run_1/port_nets.png
(12 px per um)
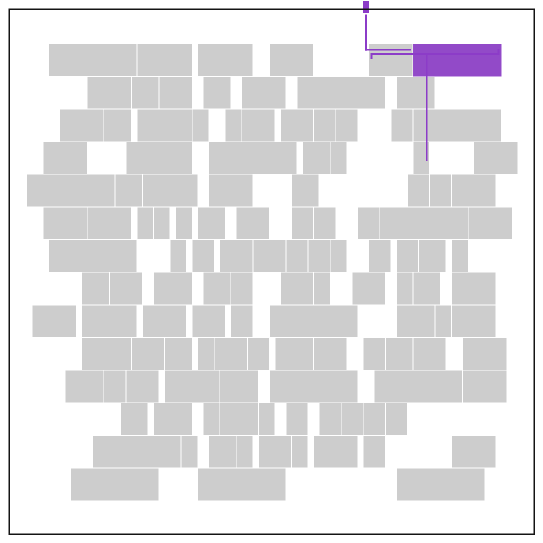
run_1/wire_density.png
(8 px per um) 9 x 9 tiles, from dark blue (low) to red (high), scaled to the fullest tile. Values are wire area over tile area, all layers added.
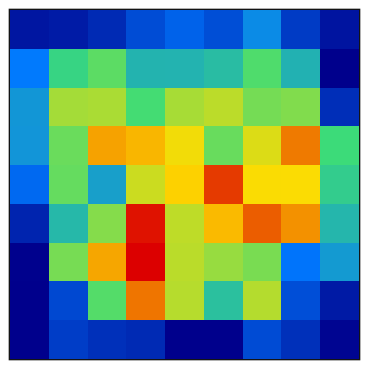
run_1/final_placement.png
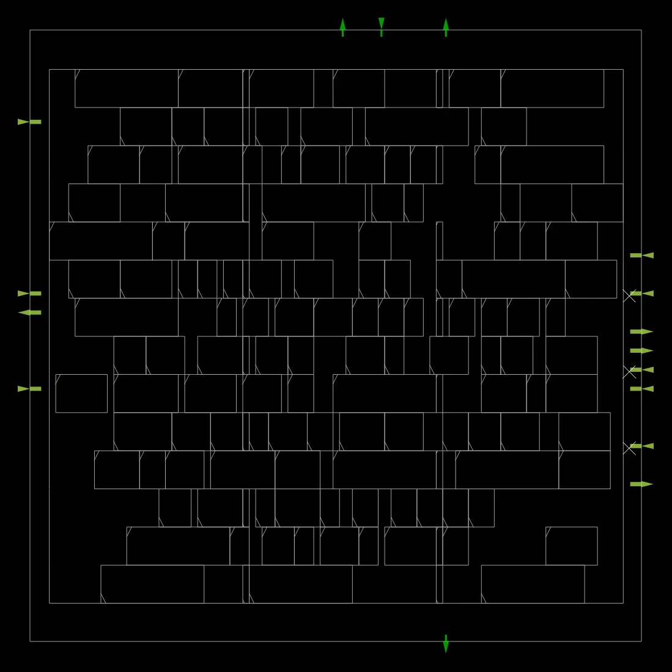
<file path="src/rtl/vote_controller_pkg.sv">
// Shared definitions for the three-judge voting round controller.
// State codes, judge count and counter sizing helper.
package vote_controller_pkg;

  localparam int N_JUDGES = 3;

  typedef enum logic [1:0] {
    ST_IDLE    = 2'd0,
    ST_COLLECT = 2'd1,
    ST_DECIDE  = 2'd2,
    ST_HOLD    = 2'd3
  } state_e;

  // Width able to hold 0..max(a,b)-1, never below one bit.
  function automatic int cnt_width(input int a, input int b);
    int w;
    w = 1;
    if ($clog2(a) > w) w = $clog2(a);
    if ($clog2(b) > w) w = $clog2(b);
    return w;
  endfunction

endpackage

</file>
<file path="src/rtl/vote_controller_judge3.sv">
// Existing 2-of-3 majority voter.
// Purely combinational.
module judge3 (
  input  logic in1,
  input  logic in2,
  input  logic in3,
  output logic out
);

  assign out = (in1 & in2) | (in1 & in3) | (in2 & in3);

endmodule

</file>
<file path="src/rtl/vote_controller.sv">
// Sequences one voting round: collect ballots, decide, hold verdict.
// Timer doubles as collect timeout and hold counter.
module vote_controller
  import vote_controller_pkg::*;
#(
  parameter int TIMEOUT     = 16,
  parameter int HOLD_CYCLES = 4
) (
  input  logic                clk,
  input  logic                rst,
  input  logic                start,
  input  logic [N_JUDGES-1:0] vote_en,
  input  logic [N_JUDGES-1:0] vote_yes,
  output logic                busy,
  output logic [N_JUDGES-1:0] voted,
  output logic                result,
  output logic                result_valid,
  output logic                timed_out
);

  localparam int CNT_W = cnt_width(TIMEOUT, HOLD_CYCLES);
  localparam logic [CNT_W-1:0] TO_LAST = CNT_W'(TIMEOUT - 1);
  localparam logic [CNT_W-1:0] HD_LAST = CNT_W'(HOLD_CYCLES - 1);

  state_e              state_q;
  logic [N_JUDGES-1:0] ballot_q, ballot_d;
  logic [N_JUDGES-1:0] voted_q, voted_d;
  logic [CNT_W-1:0]    timer_q;
  logic                result_q;
  logic                result_valid_q;
  logic                timed_out_q;
  logic                verdict;

  judge3 u_judge3 (
    .in1 (ballot_q[0]),
    .in2 (ballot_q[1]),
    .in3 (ballot_q[2]),
    .out (verdict)
  );

  // First strobe per judge latches its ballot; later strobes are dropped.
  always_comb begin
    ballot_d = ballot_q;
    voted_d  = voted_q | vote_en;
    for (int i = 0; i < N_JUDGES; i++) begin
      if (vote_en[i] && !voted_q[i]) ballot_d[i] = vote_yes[i];
    end
  end

  // Round state machine with registered outputs.
  always_ff @(posedge clk) begin
    if (rst) begin
      state_q        <= ST_IDLE;
      ballot_q       <= '0;
      voted_q        <= '0;
      timer_q        <= '0;
      result_q       <= 1'b0;
      result_valid_q <= 1'b0;
      timed_out_q    <= 1'b0;
    end else begin
      result_valid_q <= 1'b0;
      unique case (state_q)
        ST_IDLE: begin
          if (start) begin
            state_q     <= ST_COLLECT;
            ballot_q    <= '0;
            voted_q     <= '0;
            timer_q     <= '0;
            timed_out_q <= 1'b0;
          end
        end
        ST_COLLECT: begin
          ballot_q <= ballot_d;
          voted_q  <= voted_d;
          if (&voted_d) begin
            state_q <= ST_DECIDE;
          end else if (timer_q == TO_LAST) begin
            state_q     <= ST_DECIDE;
            timed_out_q <= 1'b1;
          end else begin
            timer_q <= timer_q + 1'b1;
          end
        end
        ST_DECIDE: begin
          result_q       <= verdict;
          result_valid_q <= 1'b1;
          timer_q        <= '0;
          state_q        <= ST_HOLD;
        end
        ST_HOLD: begin
          if (timer_q == HD_LAST) begin
            state_q <= ST_IDLE;
          end else begin
            timer_q <= timer_q + 1'b1;
          end
        end
        default: state_q <= ST_IDLE;
      endcase
    end
  end

  assign busy         = (state_q != ST_IDLE);
  assign voted        = voted_q;
  assign result       = result_q;
  assign result_valid = result_valid_q;
  assign timed_out    = timed_out_q;

endmodule
</file>
<file path="config.mk">
export PLATFORM = sky130hd
export DESIGN_NAME = vote_controller
export DESIGN_NICKNAME = d
export VERILOG_FILES = /design/src/rtl/vote_controller_pkg.sv /design/src/rtl/vote_controller_judge3.sv /design/src/rtl/vote_controller.sv
export SDC_FILE = /design/constraint.sdc
export NUM_CORES = 1
export LEC_CHECK = 0
export CORE_MARGIN = 1
export CORE_UTILIZATION = 50
export DETAILED_ROUTE_END_ITERATION = 8
export PLACE_DENSITY = 0.77
export SYNTH_ARGS = -nofsm -noshare
export SYNTH_HDL_FRONTEND = slang
export SYNTH_SLANG_ARGS = --single-unit
</file>
<file path="constraint.sdc">
create_clock -name clk -period 1.75 [get_ports clk]
set_input_delay 0.175 -clock clk [delete_from_list [all_inputs] [get_ports clk]]
set_output_delay 0.175 -clock clk [all_outputs]
set_load 0.03 [all_outputs]
</file>
==> metrics.yaml, run 1 <==
status: "complete, but fails checks"
violations: "design-rule violations"
p_leak_nw: 0.410
comb-power_mw: 0.705
drc: 3
clock-root-buffer: "clkbuf_4"
cap_violations: 0
yosys_warnings: 0
rsz0062_at_grt: "false"
layout.nets: 141
min_period_ns: 1.64
hp-class: "reg2reg"
p_seq_mw: 0.452
setup_slack_ns: 0.108
simple_gate_share_pct: 21.0
cpLargestDelayFamily: "buffers and inverters"
power_leader: "combinational logic"
worstPathArrival_ns: 1.47
yosys.area.top_type: "dfxtp_1"
cts.repair.resized: 1
gp_congestion: 0.848
fp-utilization_pct: 55.5
skew_ns: 0.00414
crit_chain: "inv_1 > ha_1 > inv_1 > clkdlybuf4s15_1"
layout_top_cell: "dfxtp_1"
finalClockPeriodUsage_pct: 93.8
cp_max_fo: 4
holdBufCountCts: 0
syn_to_final_growth_pct: 26.7
cts_max_level: 1
clkLatencyLatePin_ns: 0.27
pg_clk_mw: 0.188
dp_hpwl_um: 1430
chipArea_sq_um: 1900
dr.pass1.iters: 6
ys_sh_mux_pct: 5.92
totalWireLength_um: 1850
place_ws_ns: 0.0399
cts_tree: "done"
final-setup-viol-count: 0
synth_stat.cells: 103
drt_iter0_markers: 17
synthesis.nets: 118
synthCells: 103
avgViaCountPerCell: 5.67
drive_gt1_share_pct: 10.4
ys_seq_share_pct: 34.7
critPathLaunchType: "register"
grt_pass1_wl_um: 3040
grt_overflow: 0
regMostFlops: "timer_q"
required_ns: 1.57
ant_nets: 0
p_sw_mw: 0.552
tightest_slew_ns: 0.357
critPathBufInv: 3
die_h_um: 43.6
p_int_mw: 0.793
warnings: 30
ys_area_sq_um: 866
area_leaders: "dfxtp_1, ha_1, a21oi_1"
crit_top_cell: "inv_1"
powerDensity_nw_per_um2: 1230
synth_flop_count: 15
post_cts_buffers: 0
tns_ns: 0
clk_pin_slew_worst_paths_ns: 0.09
die_x_um: 43.6
critPathMaxStageDelay_ns: 0.39
grt_pass1_vias: 758
largest_reg_flops: 4
## Picture notes: port_nets.png
| color | port | direction | edge | end cells | wire |
|---|---|---|---|---|---|
| purple | result | output | top | 1 | 26.7 um |
Port Buf Inserts: 15
total I/O pin count: 16

## Picture notes: wire_density.png
fullest tile: 0.35
nearly empty tiles: 8.6%
tiles over half the peak: 47%
mean over tiles: 0.15
densest ninth of the die: center
Total Routing Usage GR: 21.0%
Vias: 799

## Picture notes: final_placement.png
Non-Filler Instances: 141
Fill cells: 129
Seq cells: 15
core area: 1560 sq um
Rows: 14

[run 1: area by class of cell]
type,count,area [sq um]
flip-flops and latches,15,300
repair buffers,21,195
clock buffers,4,26.3
inverters,9,33.8
fillers,129,462
multi-input cells,76,522
well taps,16,20.0
[run 1: synthesized netlist by cell type]
master,n
a211o_1,1
a211oi_1,1
a211oi_2,1
a21boi_0,3
a21oi_1,11
a311oi_1,1
a31oi_1,2
and2_4,1
buf_2,1
clkbuf_1,2
dfxtp_1,15
ha_1,6
inv_1,9
mux2_1,1
mux2i_1,4
nand2_1,2
nand2b_1,5
nand3_1,1
nand3b_1,1
nand4_1,4
nor2_1,7
nor2b_1,3
nor3_1,5
nor3b_1,1
o21ai_0,6
o21ai_1,1
o21ai_2,1
o21bai_1,1
o22a_1,1
o22ai_1,1
o32ai_1,2
or3b_1,1
or4b_1,1
[run 1: path summary, 6_finish.rpt]
path / start / end / slack [ns] / cells past startpoint
min: ballot_q[2] / ballot_q[2] / 0.48 / 2
max: state_q[0] / busy / 0.11 / 4
max reg2reg: timer_q[0] / timer_q[2] / 0.15 / 5
min reg2reg: ballot_q[2] / ballot_q[2] / 0.48 / 2
[run 1: routing by layer]
layer	vias to the layer above	track usage (%)	wire (um)
li1	414	-	-
met1	369	26.2	867
met2	14	36.7	915
met3	2	3.75	60
met4	0	6.25	10
met5	-	0	0
[run 1: worst min-delay path: stages, from the launching register on]
cell and delay (ns):
dfxtp_1 0.31, o21ai_0 0.07, a21oi_1 0.06
[run 1: per-stage QoR]
stage / instance area [sq um] / utilization, % / power, mW
detailed placement: 1070 / 68.5 / 1.17
global route: 1100 / 70.4 / 1.45
CTS: 1090 / 70.1 / 1.35
global placement: 1070 / 68.5 / 1.15
finish: 1100 / 70.4 / 1.35
floorplan: 866 / - / 0.934
run_1/registers.png
(12 px per um) Other sequential cells in the stronger gray, the rest of the logic in the fainter gray.
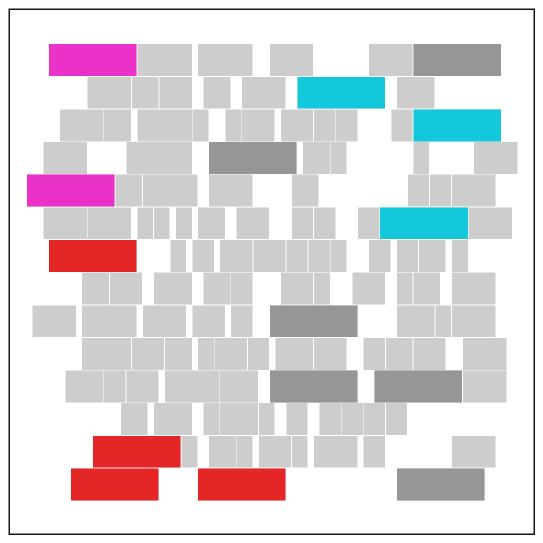

--- run 2 (diff from run 1) ---
Settings changed: REMOVE_ABC_BUFFERS set to 1.
run_2/registers.png
(12 px per um) Other sequential cells in the stronger gray, the rest of the logic in the fainter gray.
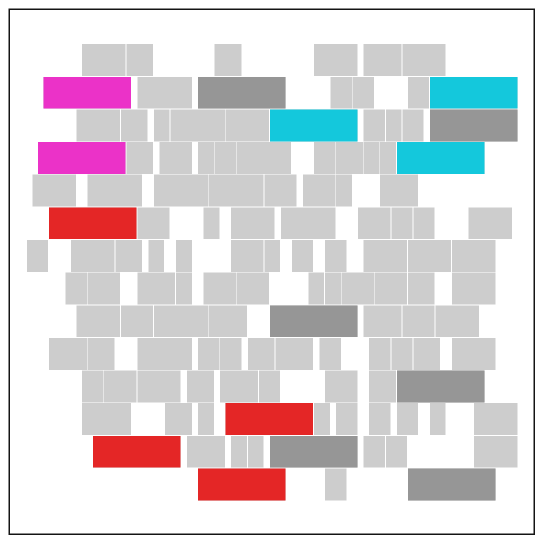
| color | netlist name | flops |
|---|---|---|
| magenta | state_q | 2 |
| cyan | ballot_q | 3 |
| red | timer_q | 4 |
post-layout util: 70.9%
flop share of the area: 27.2%
Register Area: 300 sq um
sequential power: 0.453 mW

run_2/port_nets.png
(12 px per um)
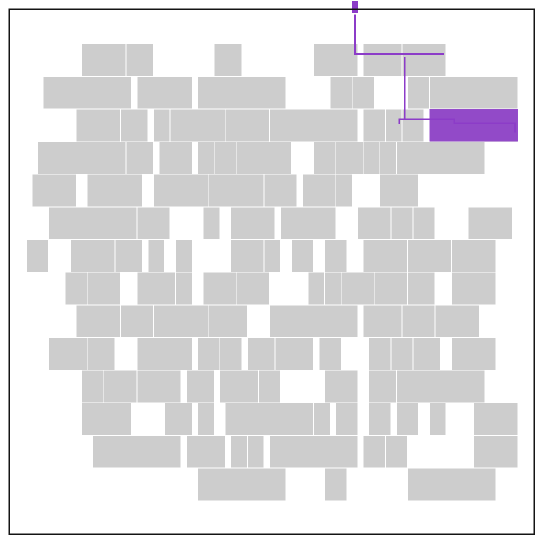
| color | port | direction | edge | end cells | wire |
|---|---|---|---|---|---|
| purple | result | output | top | 1 | 26.7 um |

run_2/metal_stack.png
(8 px per um) Only two layers are drawn.
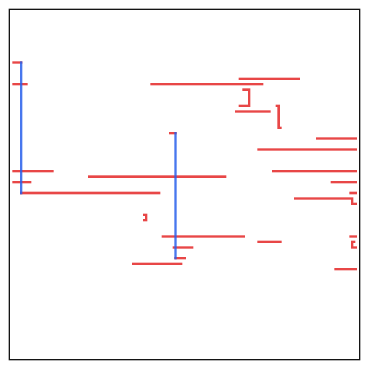
| color | layer | wire length |
|---|---|---|
| blue | met4 | 32.0 um |
| red | met3 | 144 um |
drt wl/cell: 15.1 um
Total Routing Usage GR: 24.5%

==> run 2 against run 1 <==
The flow still finishes with violations (design-rule violations). Final cell count unchanged. Hold slack got worse by 0.0019 ns. Global-route usage rose by 3.5 points. Synthesized cell count unchanged. Clock skew up 0.011 ns. Largest power group unchanged.
==> metrics.yaml, run 2 <==
status: "complete, but fails checks"
violations: "design-rule violations"
holdBufCountCts: 0
fmax_mhz: 609
wl_met1_um: 916
cp_max_fo: 6
ant_nets: 0
cap_violations: 0
final-setup-viol-count: 0
cts_max_level: 1
yosys_warnings: 0
area_leaders: "dfxtp_1, ha_1, a21oi_1"
grt_pass1_wl_um: 3440
port_buffers: 15
die_x_um: 43.6
setup_slack_ns: 0.108
grt_pass1_vias: 807
place_ws_ns: 0.0379
synth_top_flop_cell: "dfxtp_1"
cpLargestDelayFamily: "buffers and inverters"
wl_met3_um: 143
regMostFlops: "timer_q"
yosys.area.top_type: "dfxtp_1"
crit_chain: "clkdlybuf4s50_1"
warnings: 29
layout_top_cell: "dfxtp_1"
synth-edff-count: 0
async_flop_share_pct: 0
min_period_ns: 1.64
largest_reg_flops: 4
gp_congestion: 0.824
syn_to_final_growth_pct: 27.6
avgViaCountPerCell: 6.11
rsz0062_at_grt: "false"
ys_area_sq_um: 866
top_layer: "met4"
clk_pin_slew_worst_paths_ns: 0.11
top_cells_by_count: "dfxtp_1, a21oi_1, inv_1"
synth_flop_count: 15
critPathBufInv: 1
ys_seq_share_pct: 34.7
drt_iter0_markers: 38
totalWireLength_um: 2130
tightest_slew_ns: 0.452
critPathMaxStageDelay_ns: 0.71
critPathLaunchType: "register"
fillCellCount: 120
die_h_um: 43.6
clkLatencyLatePin_ns: 0.30
layout.nets: 141
clock-root-buffer: "clkbuf_4"
required_ns: 1.57
skew_ns: 0.0155
synth_top_cell_by_count: "dfxtp_1"
dr_wl_met2_um: 1040
chipArea_sq_um: 1900
rows: 14
drc: 2
hp-class: "in2reg"
fp-utilization_pct: 55.5
coreArea_sq_um: 1560
synth_stat.cells: 103
ioPinCount: 16
grt_overflow: 0
rrSetupSlack_ns: 0.12
powerDensity_nw_per_um2: 1260
tns_ns: 0
finalClockPeriodUsage_pct: 93.8
dp_hpwl_um: 1560
cts_tree: "done"
dr.pass1.iters: 6
drive_gt1_share_pct: 13.6
synthCells: 103
p_leak_nw: 0.419
worstPathArrival_ns: 1.47
vias: 862
run 2: area by class of cell:
| class | instances | area (sq um) | area share, % |
|---|---|---|---|
| clock buffers | 3 | 22.5 | 2.04 |
| inverters | 9 | 33.8 | 3.06 |
| clock inverters | 1 | 5.00 | 0.453 |
| multi-input cells | 76 | 533 | 48.2 |
| well taps | 16 | 20.0 | 1.81 |
| flip-flops and latches | 15 | 300 | 27.2 |
| repair buffers | 21 | 190 | 17.2 |
run 2: logic make-up after synthesis:
group,share of synthesized area [%]
DFF,34.7
AOI/OAI and AO/OA,24.4
adders and majority gates,8.67
muxes,5.92
and+or+nand+nor,21.0
buffers and inverters,5.35
run 2: power by group:
part / total [mW] / leakage [nW] / switching, mW / internal (mW)
Combinational: 0.727 / 0.280 / 0.422 / 0.305
Sequential: 0.453 / 0.122 / 0.0556 / 0.398
Clock: 0.210 / 0.0177 / 0.125 / 0.0851
run 2: metal layers:
| layer | vias to the layer above | track usage (%) |
|---|---|---|
| li1 | 416 | - |
| met1 | 404 | 27.6 |
| met2 | 38 | 41.8 |
| met3 | 4 | 7.50 |
| met4 | 0 | 11.9 |
| met5 | - | 0 |
run 2: worst paths after layout:
kind | startpoint | cells past startpoint | end
max reg2reg | timer_q[0] | 5 | timer_q[0]
min reg2reg | ballot_q[2] | 2 | ballot_q[2]
min | vote_yes[1] | 3 | ballot_q[1]
max | voted[0] | 1 | voted[0]
run 2: timing repair:
action / 4_1_cts / 5_1_grt
resized: 1 / 5
setup endpoints to repair: 1 / 6
setup buffers: 0 / 0
run 2: metrics by stage:
stage,instance area (sq um),power [mW],cells
final,1100,1.39,141
after global placement,1070,1.15,137
after global routing,1100,1.48,141
after floorplan,853,0.923,100
after detailed placement,1070,1.18,137
after CTS,1090,1.38,141
Power figures rest on the tool's default switching activity, not on a simulated workload.
